Fig. 1: run 1, drive-strength map
The bar under the picture is 50 um long.
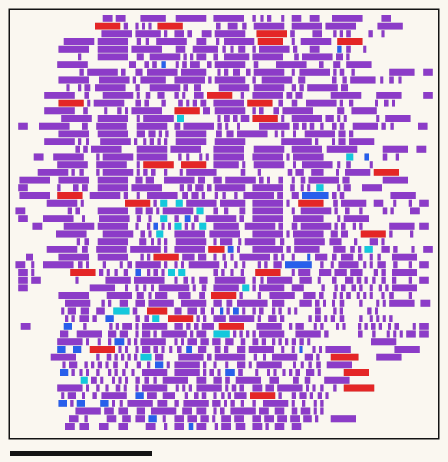
Fig. 2: run 1, close-up of the layout
Region (98, 23) to (128, 53) um. Cells in gray, sequential cells in the stronger gray; small squares are vias.
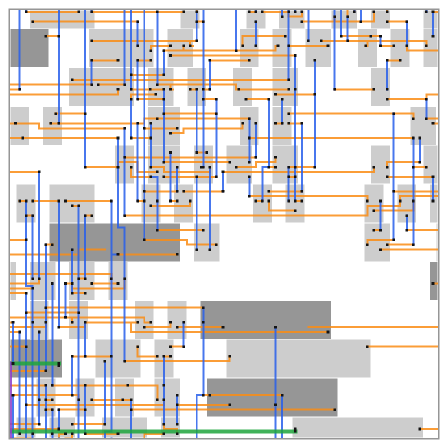
Fig. 3: run 1, clock network drawn from the DEF
The bar under the picture is 50 um long.
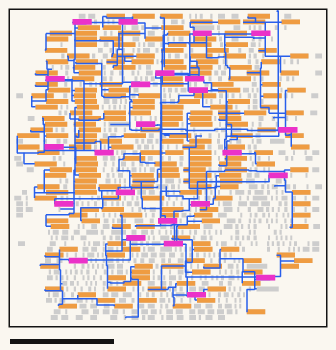
Fig. 4: run 1, the clock network
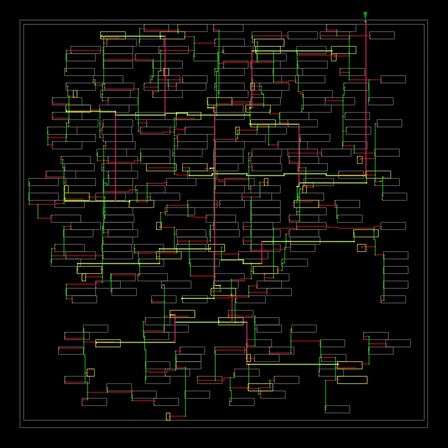
==> config.mk <==
export PLATFORM = sky130hd
export DESIGN_NAME = plot_receiver
export DESIGN_NICKNAME = d
export VERILOG_FILES = /design/src/rtl/plot_receiver.sv
export SDC_FILE = /design/constraint.sdc
export NUM_CORES = 1
export LEC_CHECK = 0
export ABC_AREA = 1
export CAP_MARGIN = 40
export CELL_PAD_IN_SITES_DETAIL_PLACEMENT = 1
export CELL_PAD_IN_SITES_GLOBAL_PLACEMENT = 1
export CORE_UTILIZATION = 45
export DETAILED_ROUTE_END_ITERATION = 8
export PLACE_DENSITY = 0.88
export REMOVE_ABC_BUFFERS = 1
export SLEW_MARGIN = 10
export SYNTH_ARGS = -nofsm -noshare
export SYNTH_HDL_FRONTEND = slang
export SYNTH_SLANG_ARGS = --single-unit
==> constraint.sdc <==
create_clock -name clk -period 5.32 [get_ports clk]
set_clock_uncertainty 0.05 [all_clocks]
set_input_delay 1.064 -clock clk [delete_from_list [all_inputs] [get_ports clk]]
set_output_delay 1.064 -clock clk [all_outputs]
set_load 0.01 [all_outputs]
==> src/rtl/plot_receiver.sv <==
// Pixel-plot receiver: queues plot requests in a FIFO, clips them to the screen and
// writes each surviving pixel into a single-port framebuffer using a write/ready handshake.
module plot_receiver #(
    parameter int SCREEN_W   = 160,
    parameter int SCREEN_H   = 120,
    parameter int FIFO_DEPTH = 8,
    parameter int ADDR_W     = 15,
    parameter int COLOUR_W   = 3
) (
    input  logic                clk,
    input  logic                reset,
    input  logic [9:0]          x,
    input  logic [9:0]          y,
    input  logic [COLOUR_W-1:0] colour,
    input  logic                writeEn,
    output logic                busy,
    output logic [ADDR_W-1:0]   mem_address,
    output logic [COLOUR_W-1:0] mem_data,
    output logic                mem_wren,
    input  logic                mem_ready,
    output logic [3:0]          pending,
    output logic [15:0]         clip_count,
    output logic [15:0]         overflow_count
);

    localparam int XW    = $clog2(SCREEN_W);
    localparam int YW    = $clog2(SCREEN_H);
    localparam int PTR_W = $clog2(FIFO_DEPTH);
    localparam int EW    = XW + YW + COLOUR_W;

    localparam logic [9:0]     X_LIM    = 10'(SCREEN_W);
    localparam logic [9:0]     Y_LIM    = 10'(SCREEN_H);
    localparam logic [PTR_W:0] FULL_CNT = (PTR_W+1)'(FIFO_DEPTH);

    typedef enum logic [1:0] {
        S_IDLE,
        S_ADDR,
        S_WRITE
    } state_t;

    state_t r_state;
    state_t w_next;

    logic [EW-1:0]       r_fifo [FIFO_DEPTH];
    logic [PTR_W-1:0]    r_wr_ptr;
    logic [PTR_W-1:0]    r_rd_ptr;
    logic [PTR_W:0]      r_count;
    logic [XW-1:0]       r_hold_x;
    logic [YW-1:0]       r_hold_y;
    logic [COLOUR_W-1:0] r_hold_c;
    logic [ADDR_W-1:0]   r_mem_address;
    logic [COLOUR_W-1:0] r_mem_data;
    logic [15:0]         r_clip_count;
    logic [15:0]         r_overflow_count;

    logic          w_clip;
    logic          w_full;
    logic          w_empty;
    logic          w_push;
    logic          w_pop;
    logic [EW-1:0] w_head;

    assign w_clip  = (x >= X_LIM) || (y >= Y_LIM);
    assign w_full  = (r_count == FULL_CNT);
    assign w_empty = (r_count == '0);
    assign w_push  = writeEn && !w_clip && !w_full;
    assign w_head  = r_fifo[r_rd_ptr];

    // Storage needs no reset: pointers and count define which entries are live.
    always_ff @(posedge clk) begin
        if (w_push) begin
            r_fifo[r_wr_ptr] <= {x[XW-1:0], y[YW-1:0], colour};
        end
    end

    always_ff @(posedge clk or posedge reset) begin
        if (reset) begin
            r_wr_ptr <= '0;
            r_rd_ptr <= '0;
            r_count  <= '0;
        end else begin
            if (w_push) begin
                r_wr_ptr <= r_wr_ptr + 1'b1;
            end
            if (w_pop) begin
                r_rd_ptr <= r_rd_ptr + 1'b1;
            end
            case ({w_push, w_pop})
                2'b10:   r_count <= r_count + 1'b1;
                2'b01:   r_count <= r_count - 1'b1;
                default: r_count <= r_count;
            endcase
        end
    end

    always_ff @(posedge clk or posedge reset) begin
        if (reset) begin
            r_state <= S_IDLE;
        end else begin
            r_state <= w_next;
        end
    end

    always_comb begin
        w_next   = r_state;
        w_pop    = 1'b0;
        mem_wren = 1'b0;
        case (r_state)
            S_IDLE: begin
                if (!w_empty) begin
                    w_pop  = 1'b1;
                    w_next = S_ADDR;
                end
            end
            S_ADDR: begin
                w_next = S_WRITE;
            end
            S_WRITE: begin
                mem_wren = 1'b1;
                if (mem_ready) begin
                    if (!w_empty) begin
                        w_pop  = 1'b1;
                        w_next = S_ADDR;
                    end else begin
                        w_next = S_IDLE;
                    end
                end
            end
            default: begin
                w_next = S_IDLE;
            end
        endcase
    end

    always_ff @(posedge clk or posedge reset) begin
        if (reset) begin
            r_hold_x      <= '0;
            r_hold_y      <= '0;
            r_hold_c      <= '0;
            r_mem_address <= '0;
            r_mem_data    <= '0;
        end else begin
            if (w_pop) begin
                r_hold_x <= w_head[EW-1 -: XW];
                r_hold_y <= w_head[COLOUR_W+YW-1 -: YW];
                r_hold_c <= w_head[COLOUR_W-1:0];
            end
            // Coordinates are already clipped, so the product always fits ADDR_W.
            if (r_state == S_ADDR) begin
                r_mem_address <= ADDR_W'(r_hold_y) * ADDR_W'(SCREEN_W) + ADDR_W'(r_hold_x);
                r_mem_data    <= r_hold_c;
            end
        end
    end

    always_ff @(posedge clk or posedge reset) begin
        if (reset) begin
            r_clip_count     <= '0;
            r_overflow_count <= '0;
        end else if (writeEn) begin
            if (w_clip) begin
                if (r_clip_count != 16'hFFFF) begin
                    r_clip_count <= r_clip_count + 16'd1;
                end
            end else if (w_full) begin
                if (r_overflow_count != 16'hFFFF) begin
                    r_overflow_count <= r_overflow_count + 16'd1;
                end
            end
        end
    end

    assign busy           = w_full;
    assign mem_address    = r_mem_address;
    assign mem_data       = r_mem_data;
    assign pending        = 4'(r_count) + {3'b000, (r_state != S_IDLE)};
    assign clip_count     = r_clip_count;
    assign overflow_count = r_overflow_count;

endmodule

==> results.txt, run 1 <==
Physical design

The worst supply voltage drop on vdd stands at 247 uV. Among logic cells in the layout, the one with the most instances is nand2_1. The timing report attributes the biggest portion of critical-path delay to buffers and inverters. met2 is the most crowded layer. The pin closest to its max-slew limit shows a slew of about 0.93 ns. The maximum level of the CTS H-tree stands at 1. The vertical die dimension stands at between 150 and 200 um. The number of buffers and inverters on the critical path stands at 2.

The count of nets left with antenna violations once routing finished came out at 0. The time the final worst path needs with I/O delays and setup stands at 3.48 ns. The number of multi-input combinational cells in the layout stands at 604. The final tally of setup violations stands at 0.

In the detailed route, the total length drawn on met3 is 1470 um. Looking at the setup timing report, the critical path kind is input pin to register. Registers represent a cell area share of between 50% and 60%. Summing the sequential cell areas from Yosys gives a little over three fifths of the chip area. The number of fill cells in the layout stands at 2330. The detailed-route via count stands at approximately 7500. In this run the deepest clock path goes through 3 buffers. The starting DRC count in detailed routing stands at 638. The combined area of all synthesized cells stands at 10000 um^2.

According to the hold report, the worst path is of the register to register type. The final core utilization stands at 54.6%. Setup repair after global routing left no endpoint under its margin. The flow ran to the end, and the final reports show no timing, DRC or antenna violations. Data arrives at the worst endpoint at 3.85 ns. The met2 layer wire length in the routed design stands at 13800 um. The area of the core stands at 21800 um^2. The static leakage stands at 4.67 nW. During I/O placement, the number of pins put on the boundary was 83.

The HPWL after detailed placement is 17200 um. For this design, Yosys synthesis ends with a cell count of 933. Across all hold checks on the routed design, the worst slack comes to approximately 0.42 ns.

In the layout the commonest cells are nand2_1 (167), edfxtp_1 (144), nor2_1 (122). In this run, post-CTS hold repair placed 0 buffers. For the final routed database, the setup TNS stands at 0 ns. The horizontal die dimension stands at 151 um.

The final routed wire length divided by cell count stands at 21.2 um. The clock input transition at the sequential cells of the worst setup and hold paths stands at 0.06 ns. The net total in the final layout stands at 1070.

Counting tap cells, the placed design contains a total of approximately 1300 instances. The timing-limited maximum frequency stands at 0.287 GHz. The floorplan step records an initial core utilization of a little under half. The worst setup timing slack at the placement stage stands at 1.08 ns. The wire length of the first global-routing pass stands at between 40000 and 50000 um.

The count of non-filler cells in the finished layout stands at 1316. The power report puts the net switching power at 2.53 mW. The data required time of the worst path stands at about 5.7 ns. The summed standard-cell area reported by yosys stands at 10000 um^2. After detailed routing, the number of vias per cell comes to 5.66. Signal routing reaches up to met4. The multi-input gate share of total cell area stands at 27.3%. The fraction of final layout cells with drive strength greater than 1 stands at 7.43%. Per the STA report, the cell with the highest stage delay on the worst path is clkdlybuf4s50_1. In the global route stage, met2 resource usage came out at a little over two fifths. After layout the signal buffers, clock cells excluded, come to 8.00% of cell area. The worst register-to-register path has a setup slack of 2.51 ns.

The internal portion of total power stands at 4.04 mW. Global routing consumed, over all layers together, 25.3% of the routing resources. The report lists the number of cells resized after CTS as 0. The global-route met1 utilization stands at roughly 32%. The worst setup path is launched from an input pin. Per the timing report, the most critical flop-to-flop path finishes at r_hold_y[6]$_DFFE_PP0P_. The synthesis warning total stands at 0. The placer congestion estimate stands at 0.799. According to the report, the first pass of detailed routing completed in 5 iterations. Per the final timing report, the hold violations number 0. The routed metal-1 wire length stands at 11300 um.

The path with the worst hold slack has its endpoint at mem_address[5]$_DFFE_PP0N_. The via count of the first global-routing pass came to 7884. The clock network contribution to total cell area stands at 6.52%. The overall die size recorded for this design is approximately 23000 um^2. The combinational share of power stands at 39.0%.

The area share of the largest cell type after synthesis stands at between 40% and 50%. The flip-flop and latch count after synthesis stands at 224. TritonCTS built the clock tree. The worst slew margin relative to its limit stands at 37.8%. Per STA, the highest per-stage delay on the worst path measures 0.66 ns.

The count of unique library cells instantiated by Yosys stands at 34. After floorplanning, the core was divided into 54 placement rows. Listed in order, past its start point the critical path passes clkdlybuf4s50_1 > nand2_1 > nor2_1 > nor2_1 > nand2_1 > inv_1 > nand3b_1 > ha_1 > xor2_1 > ha_1 > a21oi_1 > a21oi_1 > o21ai_0 > o21a_1. Measured in cells, the most critical reg-to-reg path has a length of 5.

The final timing summary puts the cycle share of the worst path at 65.5%. The worst-path maximum fanout stands at 9. Looking at hold timing, the worst path starts from mem_address[5]$_DFFE_PP0N_.

The final-report max-slew violation count stands at 0. Looking at the clock tree report, the root buffer type is clkbuf_16. Per the detailed placement report, the placed cell area equals around 11000 um^2.

Per the summary, power density relative to cell area is 551 nW/um^2.
-- Fig. 1 (at the start) --
Blue marks drive 2, cells 28, share 2.7%. Purple marks drive 1 or less, cells 959, share 93%. Cyan marks drive 3 to 4, cells 19, share 1.8%. Red marks drive 6 and up, cells 30, share 2.9%.
minimum setup slack in the final design: 1.84 ns
non-clock buffer count in the final layout: 97

-- Fig. 2 (at the start) --
Orange marks met1. Purple marks met4. Green marks met3. Blue marks met2.
Sequential cells in the window: 3. 59 logic cells have their middle in the window. Netlist names of flops here include clip_count (3). Most frequent: nand2_1 (24), inv_1 (7), nand3_1 (6).

-- Fig. 3 (at the start) --
Blue marks clock wires, length 2830 um. Magenta marks cells driving clock nets, count 24. Orange marks flip-flops, count 224.
There are 25 routed clock nets.
Latency at later pin: 0.53 ns
clk pwr: 1.68 mW
share of power burned in the clock network: 25.5%

-- Fig. 4 (at the start) --
Num CTS Buffers: 24
# clk buffers: 28
sinks on the clock net: 224
sequential cell count of the final layout: 224

[run 1: how the worst max path moves through the flow]
stage,start,endpoint,cells after the start
finish,y[3],r_count[2]$_DFFE_PP0P_,14
global route,y[3],r_count[2]$_DFFE_PP0P_,14
CTS,y[3],r_fifo[3][16]$_DFFE_PP_,11
detailed placement,y[3],r_fifo[3][15]$_DFFE_PP_,11
global placement,y[3],r_fifo[3][8]$_DFFE_PP_,11
floorplan,reset,clip_count[0]$_DFFE_PP0P_,1
[run 1: cell usage after synthesis, types with 4 or more instances]
master	instances
nand4_1	10
o21ai_2	11
edfxtp_1	144
o221ai_1	7
xnor2_1	10
nand2_1	167
nor3_1	7
nand2_2	4
inv_1	65
dfrtp_1	80
o22ai_1	18
o211ai_1	29
xor2_1	29
a21oi_1	9
clkbuf_1	23
o21ai_1	12
nor2_1	122
nand3_1	27
ha_1	22
buf_2	10
o21ai_0	107
[run 1: cells by family after synthesis]
| kind of cell | Yosys count | synth area share (%) |
|---|---|---|
| AND-OR/OR-AND | 195 | 11.5 |
| AND/OR/NAND/NOR | 346 | 14.4 |
| flip-flops | 224 | 63.1 |
| adder cells (fa/ha/maj) | 24 | 3.15 |
| XOR/XNOR | 39 | 3.41 |
| buffers and inverters | 105 | 4.45 |
[run 1: state kept, by name (all words and copies together) (netlist names)]
signal,flops
r_fifo,144
clip_count,16
overflow_count,16
mem_address,15
r_hold_x,8
r_hold_y,7
r_count,4
mem_data,3
r_hold_c,3
r_rd_ptr,3
r_wr_ptr,3
r_state,2
[run 1: power groups by stage]
stage	combinational (mW)	sequential (mW)	clock, mW
2_1_floorplan	1.46	2.40	0
3_3_place_gp	2.31	2.34	0
3_5_place_dp	2.49	2.36	0
4_1_cts	2.57	2.33	1.69
5_1_grt	2.87	2.36	1.75
6_report	2.56	2.34	1.68
==> run 2: changes to the inputs <==
==> constraint.sdc (replaced) <==
create_clock -name clk -period 3.35 [get_ports clk]
set_clock_uncertainty 0.05 [all_clocks]
set_input_delay 0.67 -clock clk [delete_from_list [all_inputs] [get_ports clk]]
set_output_delay 0.67 -clock clk [all_outputs]
set_load 0.01 [all_outputs]
Fig. 5: run 2, clock network drawn from the DEF
The bar under the picture is 50 um long.
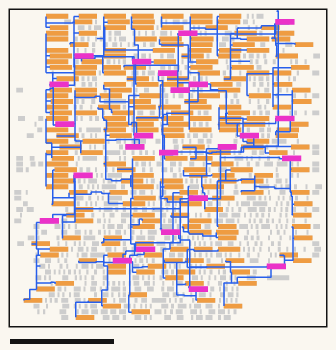
Blue marks clock wires, length 2780 um. Magenta marks cells driving clock nets, count 24. Orange marks flip-flops, count 224.
There are 25 routed clock nets.
share of power burned in the clock network: 25.3%
clk pwr: 2.68 mW

==> run 2 against run 1 <==
  * Hold slack lost 0.0024 ns
  * Largest power group unchanged
  * Worst setup slack got worse by 1.6 ns
  * Core utilization up 0.92 points
  * Flip-flop count is the same
  * Sequential power rose by 57%
  * Wire length grew 5.8%
  * Non-clock buffer count increased by 11
  * Via count increased by 0.97%
  * Area after synthesis stayed put
  * Register-to-register slack worse by 1.7 ns
  * Critical path type is now register to output pin
==> results.txt, run 2 <==
Physical design

The timing-limited maximum frequency stands at 0.321 GHz. The slack of the worst reg-to-reg path came to 0.78 ns (-1.73 ns). The number of gates given a new drive strength after cts stands at 0 (unchanged). For reference, the top cells by count after synthesis are nand2_1 (167), edfxtp_1 (144), nor2_1 (122). The number of sinks handled by clock tree synthesis stands at 224 (unchanged). The final routed wire length divided by cell count came to 22.2 um (+4.9%). The later-pin clock latency in the skew report was 0.53 ns (about the same).

The synthesis warning total stands at 0 (unchanged). The number of cells in the yosys synthesis report came to 933 (unchanged). The accumulated negative setup slack stands at 0 ns (unchanged). The final core utilization came to 55.5% (+0.92 points). r_fifo holds more flip-flops than any other register. The number of search-and-repair iterations in the first detailed-routing pass came to 5 (unchanged).

The vertical die dimension stands at 151 um (unchanged). Grouping stages by cell kind, the critical path spends the most delay in buffers and inverters. The net total in the final layout is 1081 (+1.0%). The horizontal die dimension stands at 151 um (unchanged). Looking at area per cell type in the netlist, the leader is edfxtp_1.

STA lists the endpoint of the worst register-to-register path as r_count[2]$_DFFE_PP0P_. The final clock period utilization by the worst path stands at 93.0%. The floorplan core density was 45.9% (unchanged). In the routed design, unresolved DRC markers number 0.

The post-route antenna net violation count stands at 0 (unchanged). In this run the worst hold path is classified as input pin to async pin. The worst supply voltage drop on vdd came to 409 uV (+66%). The number of hold violations in the final report stands at 0 (unchanged). The area share of the largest cell type after synthesis stands at 43.2% (unchanged). The worst slew margin relative to its limit was 39.0% (+1.2 points). The clock input transition at the sequential cells of the worst setup and hold paths is 0.07 ns (about the same). TritonCTS built the clock tree. The root buffer cell chosen for the clock tree is clkbuf_16. The final tally of setup violations was 0 (unchanged).

By instance count, the leading cell after synthesis is nand2_1. The arithmetic-cell share of the synthesized area counting full adders, half adders and majority gates is 3.15% (unchanged). The longest individual stage delay on the worst path stands at 0.60 ns (-0.06 ns). The cell row count stands at 54 (unchanged). The instance count on the critical path stands at 6 (-8). The via count of the first global-routing pass stands at 8155 (+3.4%). The total overflow reported by the global router stands at 0. The flip-flop and latch count after synthesis came to 224 (unchanged). The final antenna diode tally reported by the flow is 0.

The combined area of all synthesized cells is 10000 um^2 (unchanged). The power density over cell area is 873 nW/um^2 (+58%). In the layout the commonest cells are nand2_1 (167), edfxtp_1 (144), nor2_1 (122).

The xor-xnor portion of the synthesized cell area was 3.41% (unchanged). The data required time of the worst path stands at 2.63 ns (-3.05 ns). The detailed-route via count stands at 7527 (+0.97%).

The most common logic cell in the final layout is nand2_1. The pin slew with the least headroom to its limit is 0.914 ns (-0.0180 ns). The I/O pin count stands at 83 (unchanged). The maximum level of the CTS H-tree came to 1 (unchanged). The wire length of the first global-routing pass stands at 45400 um (+3.4%).

The starting DRC count in detailed routing was 463 (-27%). The number of buffers inserted by hold repair at cts stands at 0 (unchanged). The area of the core was 21800 um^2 (unchanged). The basic-gate share of the synthesized area counting and, or, nand and nor cells came to 14.4% (unchanged). The multiplexer share of the synthesized area is 0% (unchanged). The flow ran to the end, and the final reports show no timing, DRC or antenna violations. The critical path ends at pending[2]. The worst-path maximum fanout is 3 (-6).

The proportion of synthesized chip area in sequential cells stands at 63.1% (unchanged). STA lists the startpoint of the worst register-to-register path as r_count[1]$_DFFE_PP0P_. The endpoint arrival time on the critical path was 2.40 ns (-1.45 ns).

The global router's overall resource usage was 26.5% (+1.3 points). The number of buffers added by the clock tree synthesis step is 24 (unchanged). The vias per cell stands at 5.67 (about the same).

Per the repair_timing log after CTS, setup buffers inserted total 0. The number of flip-flops in the largest register stands at 144 (unchanged). The maximum buffer depth of the clock tree stands at 3 (unchanged). The count of unique library cells instantiated by Yosys is 34 (unchanged). Subtracting the final worst setup slack from the clock period gives 3.12 ns. The synthesis report lists the most area-consuming cells as edfxtp_1 (43%), dfrtp_1 (20%), nand2_1 (6.3%). The number of buffers and inverters on the critical path stands at 2 (unchanged). The critical path's slowest stage uses the library cell clkdlybuf4s50_1.

Setup repair after global routing left no endpoint under its margin. OpenSTA lists the critical path startpoint as r_state[0]$_DFFE_PP0P_. The final-report max-slew violation count is 0 (unchanged).

The area fraction in compound gates came to 11.5% (unchanged). In the synthesized netlist, the dominant kind of combinational cell is simple AND/OR/NAND/NOR gates. The fraction of final layout cells with drive strength greater than 1 stands at 8.78% (+1.3 points). The critical path in this run is classified as register to output pin. The static leakage stands at 4.77 nW (+2.0%).

The placer congestion estimate was 0.817 (+2.3%). The summed standard-cell area reported by yosys stands at 10000 um^2 (unchanged). The floorplan die area came to 22900 um^2 (unchanged). Per STA, the worst path is made up of inv_1 > nand2_1 > ha_1 > ha_1 > xor2_1 > clkdlybuf4s50_1. STA classifies the critical path startpoint as a register. The count of cells along the worst register-to-register path stands at 11 (+6). The total half-perimeter wirelength after legalization and detailed placement came to 18700 um (+8.7%).
[run 2: netlist changes by cell type in the layout (fill, tap and decap cells not counted), moves of 2 or more]
| cell | previous run | this run |
|---|---|---|
| buf_12 | 0 | 9 |
| clkbuf_8 | 0 | 4 |
| clkinv_1 | 5 | 2 |
| buf_4 | 14 | 16 |
| clkinv_2 | 5 | 7 |
[run 2: routing by layer]
| metal | vias to the layer above | track usage [%] | wire [um] |
|---|---|---|---|
| li1 | 3403 | - | - |
| met2 | 242 | 46.4 | 15300 |
| met5 | - | 0 | 13 |
| met1 | 3796 | 32.4 | 11800 |
| met4 | 2 | 12.3 | 1110 |
| met3 | 84 | 3.61 | 1320 |
[run 2: through the flow]
step / setup slack [ns] / instances / cell area [um^2] / power [mW] / hold WS, ns
after detailed placement: 0.00243 / 1284 / 11300 / 7.81 / 0.420
after global placement: 0.262 / 1283 / 11300 / 7.44 / 0.410
after global routing: 0.197 / 1328 / 12100 / 11.2 / 0.444
after CTS: 0.261 / 1328 / 12100 / 10.6 / 0.428
final: 0.234 / 1328 / 12100 / 10.6 / 0.420
after floorplan: 0.578 / 896 / 9830 / 6.13 / 0.406
[run 2: layout make-up]
class	count	area, um^2
fillers	2318	9710
clock buffers	31	667
clock inverters	13	130
well taps	280	350
flip-flops and latches	224	6330
multi-input cells	604	3250
inverters	68	256
repair buffers	108	1140
[run 2: where the power goes]
group | leakage [nW] | switching [mW] | internal, mW
logic | 2.11 | 2.65 | 1.58
clock network | 0.394 | 1.11 | 1.56
registers | 2.26 | 0.354 | 3.31
Power figures rest on the tool's default switching activity, not on a simulated workload.
